### config.mk
export PLATFORM = sky130hd
export DESIGN_NAME = serial_kpg_subtractor
export DESIGN_NICKNAME = d
export VERILOG_FILES = /design/src/rtl/kpg_pkg.sv /design/src/rtl/kpg_sub_slice.sv /design/src/rtl/serial_kpg_subtractor.sv
export SDC_FILE = /design/constraint.sdc
export NUM_CORES = 1
export LEC_CHECK = 0
export ABC_CLOCK_PERIOD_IN_PS = 15900
export CORE_MARGIN = 2
export CORE_UTILIZATION = 35
export DETAILED_ROUTE_END_ITERATION = 16
export PLACE_DENSITY = 0.68
export SYNTH_ARGS = -nofsm -noshare
export SYNTH_HDL_FRONTEND = slang
export SYNTH_SLANG_ARGS = --single-unit
### constraint.sdc
create_clock -name clk -period 15.9 [get_ports clk]
set_input_delay 3.18 -clock clk [delete_from_list [all_inputs] [get_ports clk]]
set_output_delay 3.18 -clock clk [all_outputs]
set_load 0.02 [all_outputs]
### src/rtl/kpg_pkg.sv
// Shared kpg carry-character encoding and sequencer state encoding for the
// serial kpg arithmetic datapath.
package kpg_pkg;

  localparam logic [7:0] KPG_K = 8'h6B;  // kill: carry 0 (borrow in subtract)
  localparam logic [7:0] KPG_P = 8'h70;  // propagate: inherit previous char
  localparam logic [7:0] KPG_G = 8'h67;  // generate: carry 1 (no borrow)

  typedef enum logic [1:0] {
    IDLE = 2'd0,
    RUN  = 2'd1,
    DONE = 2'd2
  } state_t;

endpackage

### src/rtl/kpg_sub_slice.sv
// Combinational SLICE-bit subtract slice: a + ~b + carry, with the carry held
// as a kpg character. The incoming char is always resolved ("k" or "g"), so
// the prefix resolve below never leaves a "p" on the carry-out.
module kpg_sub_slice
  import kpg_pkg::*;
#(
  parameter int SLICE = 8
) (
  input  logic [SLICE-1:0] a,
  input  logic [SLICE-1:0] b,
  input  logic [7:0]       cin,
  output logic [SLICE-1:0] d,
  output logic [7:0]       cout
);

  logic [7:0]       chr;
  logic [SLICE-1:0] nb;

  assign nb = ~b;

  // Ripple the resolved kpg char through the slice, LSB first.
  always_comb begin
    d   = '0;
    chr = cin;
    for (int i = 0; i < SLICE; i++) begin
      d[i] = a[i] ^ nb[i] ^ (chr == KPG_G);
      if (a[i] && nb[i])
        chr = KPG_G;
      else if (!a[i] && !nb[i])
        chr = KPG_K;
    end
    cout = chr;
  end

endmodule

### src/rtl/serial_kpg_subtractor.sv
// Serial subtractor: diff = a - b - borrow_in, one SLICE-bit slice per clock,
// LSB slice first. The final kpg carry char is exported on xout so results
// chain into other stages using the same carry convention.
//
//   state | meaning
//   IDLE  | waiting for start; outputs hold the last result
//   RUN   | one slice per edge, cnt selects the slice
//   DONE  | single cycle with done=1, result valid
module serial_kpg_subtractor
  import kpg_pkg::*;
#(
  parameter int WIDTH = 64,
  parameter int SLICE = 8
) (
  input  logic             clk,
  input  logic             rst,
  input  logic             start,
  input  logic [WIDTH-1:0] a,
  input  logic [WIDTH-1:0] b,
  input  logic [7:0]       xin,
  output logic             busy,
  output logic             done,
  output logic [WIDTH-1:0] diff,
  output logic [7:0]       xout,
  output logic             borrow
);

  localparam int NSLICE = WIDTH / SLICE;
  localparam int CW     = (NSLICE > 1) ? $clog2(NSLICE) : 1;

  state_t           state, state_nxt;
  logic [CW-1:0]    cnt;
  logic [WIDTH-1:0] a_q, b_q;
  logic [7:0]       carry;
  logic [SLICE-1:0] s_a, s_b, s_d;
  logic [7:0]       s_cout;
  logic             last;

  assign s_a    = a_q[cnt*SLICE +: SLICE];
  assign s_b    = b_q[cnt*SLICE +: SLICE];
  assign last   = (cnt == CW'(NSLICE - 1));
  assign busy   = (state == RUN) || (state == DONE);
  assign borrow = (xout == KPG_K);

  kpg_sub_slice #(.SLICE(SLICE)) u_slice (
    .a    (s_a),
    .b    (s_b),
    .cin  (carry),
    .d    (s_d),
    .cout (s_cout)
  );

  // Next-state decode.
  always_comb begin
    state_nxt = state;
    case (state)
      IDLE:    if (start) state_nxt = RUN;
      RUN:     if (last)  state_nxt = DONE;
      DONE:    state_nxt = IDLE;
      default: state_nxt = IDLE;
    endcase
  end

  // State register.
  always_ff @(posedge clk or posedge rst) begin
    if (rst) state <= IDLE;
    else     state <= state_nxt;
  end

  // Operand capture, slice walk and result registers.
  always_ff @(posedge clk or posedge rst) begin
    if (rst) begin
      cnt   <= '0;
      a_q   <= '0;
      b_q   <= '0;
      carry <= KPG_G;
      diff  <= '0;
      xout  <= KPG_G;
      done  <= 1'b0;
    end else begin
      done <= 1'b0;
      case (state)
        IDLE: begin
          if (start) begin
            a_q   <= a;
            b_q   <= b;
            // Anything other than "k" is treated as no borrow-in.
            carry <= (xin == KPG_K) ? KPG_K : KPG_G;
            diff  <= '0;
            cnt   <= '0;
          end
        end
        RUN: begin
          diff[cnt*SLICE +: SLICE] <= s_d;
          carry                    <= s_cout;
          if (last) begin
            done <= 1'b1;
            xout <= s_cout;
          end else begin
            cnt <= cnt + 1'b1;
          end
        end
        default: ;
      endcase
    end
  end

endmodule

==> impl_metrics.csv <==
group,metric,value,unit
outcome,status,"finished clean",
cells_and_area,stdcell_count,1380,
run,maxCapViolCount,0,
critical_path,rr_startpoint,"cnt[2]",
critical_path,timing.rr.end,"diff[27]",
floorplanning,die_area,29200,µm²
drt,met1Wirelength,10.9,mm
pwr,powerSeq,927,µW
critical_path,worst_path_largest_cell_delay,0.82,ns
pwr,p_sw_share,43.3,%
yosys,ys_ff,214,
cells_and_area,dominant_cells,"registers",
final_timing,hold_ws,0.461,ns
clock_tree,cts-resized-gates,0,
drt,routed.top_layer,"met5",
clock_tree,clock_path_buffers,3,
cells_and_area,comb-cell-share,31.9,%
pwr,intPower,1.85,mW
final_timing,fmax,192,MHz
pwr,static-leakage-power,5.47,nW
hold_path,hold_path_end,"xout[1]",
cells_and_area,mi_logic_area,4190,µm²
drt,drt_first_pass_iters,4,
cells_and_area,lay_top_cells,"clkdlybuf4s50_1, dfrtp_1, mux2_2",
final_timing,tns,0,ns
cells_and_area,n_fill_cell,2558,
pwr,power_density,247,nW/µm²
cells_and_area,clockBufferCount,34,
clock_tree,cts_tree,"done",
critical_path,endpoint_kind,"register",
cells_and_area,buf_share,16.4,%
drt,wirelength,24.4,mm
yosys,simple_gate_share,9.58,%
critical_path,worst-setup-path-type,"in2reg",
yosys,yosysTopAreaCellShare,52.3,%
critical_path,cp_slowest_cell,"buf_4",
cells_and_area,seq_share,40.8,%
critical_path,path_depth,4,
clock_tree,cts_buffers,25,
pwr,ir_worst_vdd,0.221,mV
drt,drc,0,
place,hpwlAfterDp,17.5,mm
yosys,top_cells_by_count,"dfrtp_1, mux2_2, nand2_1",
critical_path,critPathLaunchType,"primary input",
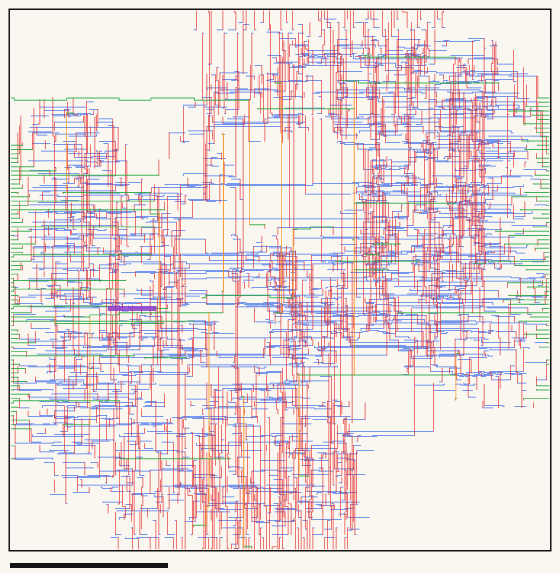
(images/wires.png)
Bar = 50 µm.
| colour | layer | wire length |
|---|---|---|
| purple | metal 5 | 13.8 µm |
| blue | metal 1 | 10900 µm |
| green | metal 3 | 1640 µm |
| red | metal 2 | 11400 µm |
| orange | metal 4 | 532 µm |

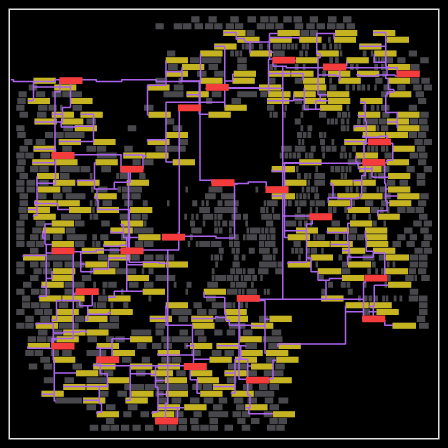
(images/clk_routes.png)
[red] clock drivers | count: 25
[yellow] flip-flops | count: 214
[purple] clock wires | length: 2900 µm
routed clock nets: 26

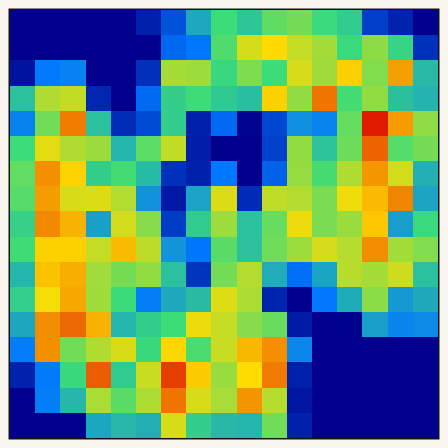
(images/cell_density.png)
The die is cut into 17 by 17 equal tiles; dark blue is low, red is high, 0 to 100% covered.
fullest tile: 97%
nearly empty tiles: 16%
mean over tiles: 43%
tiles over 75% full: 14%

Power is estimated from default activity; no workload was simulated.
